==> config.mk <==
export PLATFORM = sky130hd
export DESIGN_NAME = obj_spawn_ctrl
export DESIGN_NICKNAME = d
export VERILOG_FILES = /design/src/rtl/spawn_pkg.sv /design/src/rtl/lowest_free_slot.sv /design/src/rtl/obj_spawn_ctrl.sv
export SDC_FILE = /design/constraint.sdc
export NUM_CORES = 1
export LEC_CHECK = 0
export ABC_AREA = 1
export CAP_MARGIN = 20
export CORE_MARGIN = 1
export CORE_UTILIZATION = 55
export CTS_BUF_LIST = sky130_fd_sc_hd__clkbuf_16
export CTS_CLUSTER_SIZE = 10
export DETAILED_ROUTE_END_ITERATION = 8
export DONT_BUFFER_PORTS = 1
export MAX_ROUTING_LAYER = met4
export PLACE_DENSITY = 0.7
export SLEW_MARGIN = 10
export SYNTH_ARGS = -nofsm -noshare
export SYNTH_HDL_FRONTEND = slang
export SYNTH_SLANG_ARGS = --single-unit
==> constraint.sdc <==
create_clock -name clk -period 6 [get_ports clk]
set_input_delay 1.2 -clock clk [delete_from_list [all_inputs] [get_ports clk]]
set_output_delay 1.2 -clock clk [all_outputs]
set_load 0.05 [all_outputs]
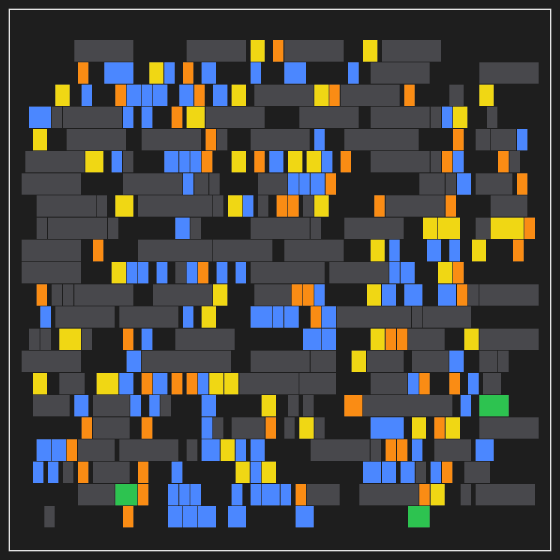
run_1/logic_types.png
- non-inverting ao/oa cells: green (cells 3)
- inv cells: orange (cells 54; most used inv_1; where widely spread)
- aoi and oai cells: yellow (cells 43; most used o21ai_0; where widely spread)
- nand cells: blue (cells 97; most used nand2_1)
combinational share of cell area: 47.3%
Commonest Layout Cell: nand2_1

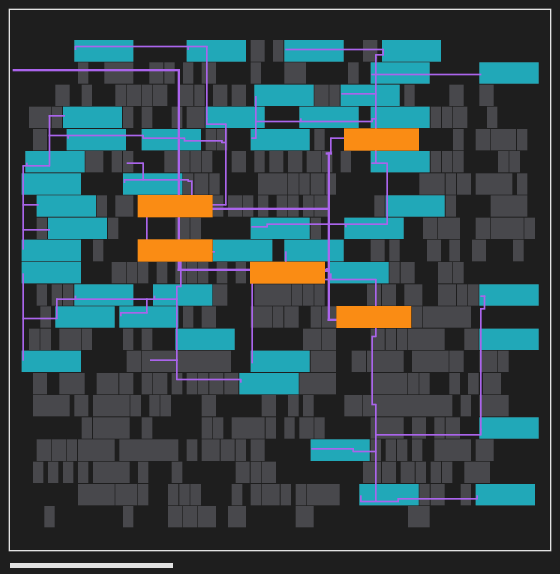
run_1/clk_routes.png
Scale bar: 20 um.
- flip-flops: cyan (count 43)
- clock drivers: orange (count 5)
- clock wires: purple (length 493 um)
- routed clock nets: 6
clock network power share: 47.4%
Clock Skews: 7.79 ps
clock distribution power: 342 uW
clock latency on the worst-skew pair: 280 ps

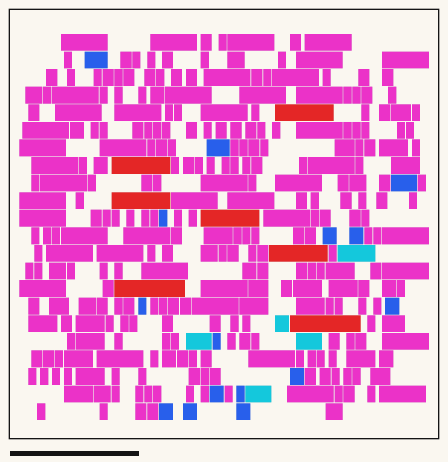
run_1/sizes.png
Scale bar: 20 um.
- _6 and larger: red (cells 7; share 2.2%; most used clkbuf_16)
- _0 and _1 cells: magenta (cells 289; share 91%; most used nand2_1)
- _2 cells: blue (cells 15; share 4.7%; most used nand2_2)
- _3 and _4 cells: cyan (cells 5; share 1.6%; most used nor2_4)
Non-clk bufs: 0
post-route cell area: 0.00249 mm2
area growth from synthesis to layout: 10.0%

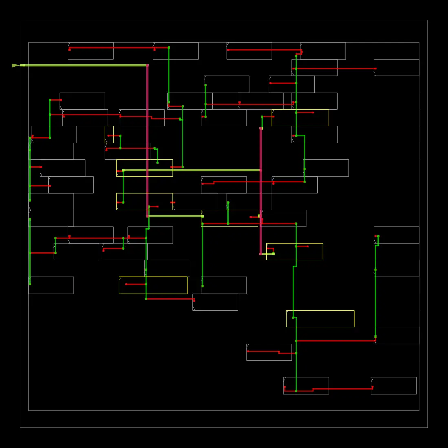
run_1/clocks.png
clock sink count: 43
flop count: 43
number of clock buffers in the layout: 5
total CTS buffers: 5

==> job_summary.md, run 1 <==
### Metrics collected by this job

| Metric | Value |
|---|---|
| Nonclk inv count | `54` |
| Sw power | `167 uW` |
| Register Area | `861 um2` |
| N_taps | `48` |
| Syn Nets | `346` |
| Fin. Hold Viols | `0` |
| Synth warn | `0` |
| Multi-input logic cell count | `between 200 and 250` |
| Post-synth ARST share | `0%` |
| Area share, top type | `38.0%` |
| Design Power | `723 uW` |
| Reg2reg path depth | `16` |
| Unique masters post-synth | `38` |
| HPWL Detailed | `about 3500 um` |
| Number of fill cells | `roughly 330` |
| Max Root-Sink Buffers | `2` |
| Flop share of the area | `34.5%` |
| NonClk Buf Share | `0%` |
| Fin cells | `364` |
| Row cnt | `22` |
| DR WL/cell | `12.7 um` |
| DR top layer | `met4` |
| Status | `finished, final reports clean` |
| Max H-tree Level | `2` |
| Mapped Area | `roughly 0.0023 mm2` |
| Clk slew on worst S/H paths | `50 ps` |
| Dpl cells | `about 360` |
| Top cells, area | `dfxtp_1 38%, nand2_1 8.8%, ha_1 8.3%, inv_1 8.1%, nand3_1 6.4%` |
| Worst Hold Class | `reg2reg` |
| PwrDens | `290 mW/mm2` |
| Hold depth | `2` |
| Vias in the first global route | `1754` |
| Fin crit period | `about 3300 ps` |
| FMAX | `~300 MHz` |
| Total GRT Usage | `between 20% and 30%` |
| Via/cell ratio | `5.25` |
| Number of buffers added on ports | `0` |
| Largest net degree at the start of global routing | `21` |
run_1/flops_by_reg.png
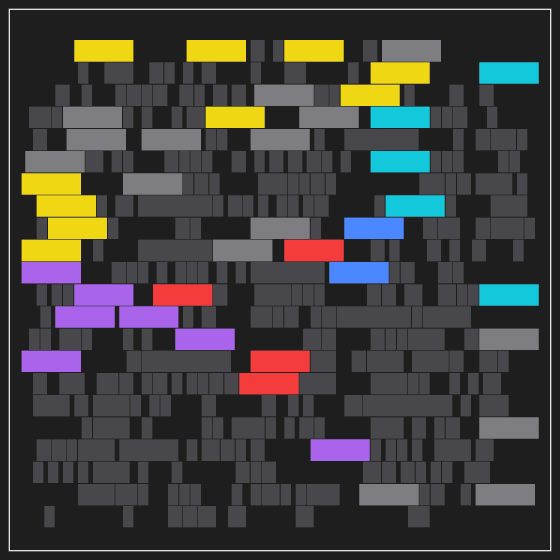

--- run 2 (diff from run 1) ---
--- a/config.mk
+++ b/config.mk
@@ -14,7 +14,7 @@
 export DETAILED_ROUTE_END_ITERATION = 8
 export DONT_BUFFER_PORTS = 1
 export MAX_ROUTING_LAYER = met4
-export PLACE_DENSITY = 0.7
+export PLACE_DENSITY = 0.73
 export SLEW_MARGIN = 10
 export SYNTH_ARGS = -nofsm -noshare
 export SYNTH_HDL_FRONTEND = slang
==> constraint.sdc (replaced) <==
create_clock -name clk -period 2.7 [get_ports clk]
set_input_delay 0.54 -clock clk [delete_from_list [all_inputs] [get_ports clk]]
set_output_delay 0.54 -clock clk [all_outputs]
set_load 0.05 [all_outputs]
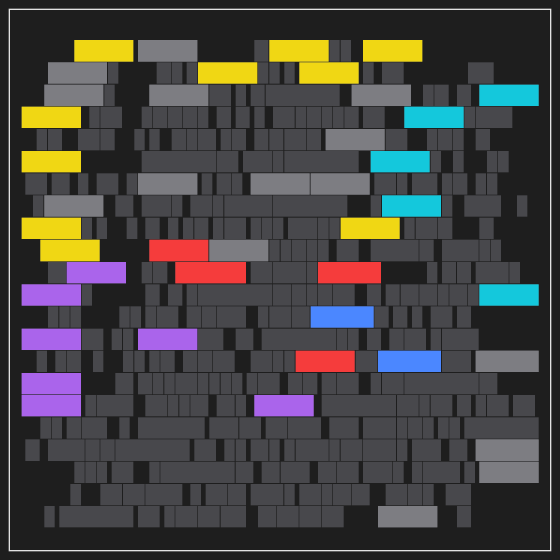
run_2/flops_by_reg.png
- `load_x`: yellow (sequential cells 10)
- `last_col_q`: red (sequential cells 4; where centre)
- `cnt_q`: cyan (sequential cells 5)
- `state_q`: blue (sequential cells 2)
- `x_val`: purple (sequential cells 7)
- not coloured: 15
flop share of the area: 29.4%
total sequential power: 688 uW

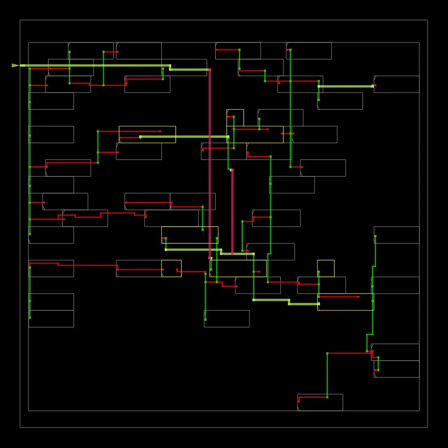
run_2/clocks.png
clock latency on the worst-skew pair: 290 ps
clock distribution power: 604 uW

==> job_summary.md, run 2 <==
### Metrics collected by this job

| Metric | Value |
|---|---|
| First-pass DRT Iterations | `4` |
| Initial DRC count | `between 100 and 150` |
| Row cnt | `22 (unchanged)` |
| Reg2reg path depth | `23 (+7)` |
| Most common library cells after synthesis | `53 x nand2_1, 49 x inv_1, 43 x dfxtp_1` |
| CP max FO | `3` |
| Clk root buf | `clkbuf_16` |
| Mean Syn Cell Area | `between 7 and 8 um2` |
| Hold slack | `approximately 360 ps` |
| Unique masters post-synth | `38 (unchanged)` |
| Die Y | `66.2 um` |
| Sw power | `421 uW (+150%)` |
| FMAX | `382 MHz` |
| Flop count | `43 (unchanged)` |
| Chip area | `0.00438 mm2` |
| Status | `finished, final reports clean` |
| Clock network power share | `39.8% (-7.6 points)` |
| Starting density of the core | `59.7%` |
| Clock sink count | `43 (unchanged)` |
| Top cells, area | `dfxtp_1 38%, nand2_1 8.8%, ha_1 8.3%, inv_1 8.1%, nand3_1 6.4%` |
| Total GRT Usage | `28.1% (+4.7 points)` |
| Post-CTS Setup Repair Bufs | `15` |
| CP bufs+invs | `13` |
| Area share, top type | `38.0% (unchanged)` |
| Clock-cell share of area | `5.02%` |
| Number of fill cells | `261 (-22%)` |
| Top cells excl fill/tap | `48 x nand2_1, 42 x inv_1, 42 x buf_4, 37 x dfxtp_1, 33 x nor2_1` |
| Count of library flops with an enable pin | `0` |
| Fin. Hold Viols | `0 (unchanged)` |
| PwrDens | `512 mW/mm2 (+77%)` |
| Simple-Gate Area Share | `29.8%` |
| Vias in the first global route | `2083 (+19%)` |
| Met2 wire len | `between 2000 and 3000 um` |
| Fin cells | `408 (+12%)` |
| Met2 usage | `46.2%` |
| Clk slew on worst S/H paths | `70 ps (+20 ps)` |
| Crit path kind | `reg2reg` |
| TNS Setup | `0 ps` |
| Fin crit period | `2620 ps` |
| Nonclk inv count | `54 (unchanged)` |
| Dpl cells | `382 (+7.3%)` |
| NonClk Buf Share | `11.4% (+11 points)` |
| Routed Antenna Nets | `0` |
| N_taps | `48 (unchanged)` |
| Top power group | `registers` |
| Hold depth | `1 (-1)` |
| Syn Nets | `346 (unchanged)` |
| Max H-tree Level | `2 (unchanged)` |
| Register Area | `871 um2 (+1.2%)` |
| Number of clock buffers in the layout | `5 (unchanged)` |
| Synth warn | `0 (unchanged)` |
| Total CTS buffers | `5 (unchanged)` |
| Commonest Layout Cell | `nand2_1` |
| Arrival time at the worst endpoint | `between 2000 and 3000 ps` |
| Post-route cell area | `0.00296 mm2 (+19%)` |
| Yosys aoi share | `11.4%` |
| Post-synth ARST share | `0% (unchanged)` |
| VDD IR max | `0.000423 V` |
| Max Root-Sink Buffers | `2 (unchanged)` |
| HPWL Detailed | `3810 um (+9.4%)` |
| Combinational share of cell area | `45.3% (-2.0 points)` |
| Clock Skews | `6.27 ps (-1.52 ps)` |
| Area growth from synthesis to layout | `30.7%` |
| Multi-input logic cell count | `211 (unchanged)` |
| Flop2flop setup slack | `80 ps` |
| Worst Setup Slack, final | `around 85 ps` |
| Via/cell ratio | `5.39 (+2.8%)` |
| Design Power | `1520 uW (+110%)` |
| Worst Hold Class | `in2reg` |
| Non-clk bufs | `44 (+44)` |
| Critical path startpoint category | `flip-flop` |
| Mapped Area | `0.00227 mm2 (unchanged)` |
| DR WL/cell | `14.7 um (+16%)` |
| Yosys top cell by area | `dfxtp_1` |
| Crit-path cells | `inv_2 -> ha_4 -> nand3_2 -> nand2_2 -> inv_2 -> nand3_2 -> nand2_2 -> buf_6 -> buf_4 -> buf_4 -> buf_4 -> buf_4 -> buf_4 -> buf_4 -> buf_4 -> buf_4 -> buf_4 -> nand3_2 -> nand2_2 -> o21ai_1 -> nand3_1 -> nand2_1 -> inv_1` |
| Number of buffers added on ports | `0 (unchanged)` |
| DR top layer | `met4` |
| WL final | `6000 um` |
| XOR Share, Synth | `around 1.5%` |
| Largest net degree at the start of global routing | `21 (unchanged)` |
Power figures rest on the tool's default switching activity, not on a simulated workload.
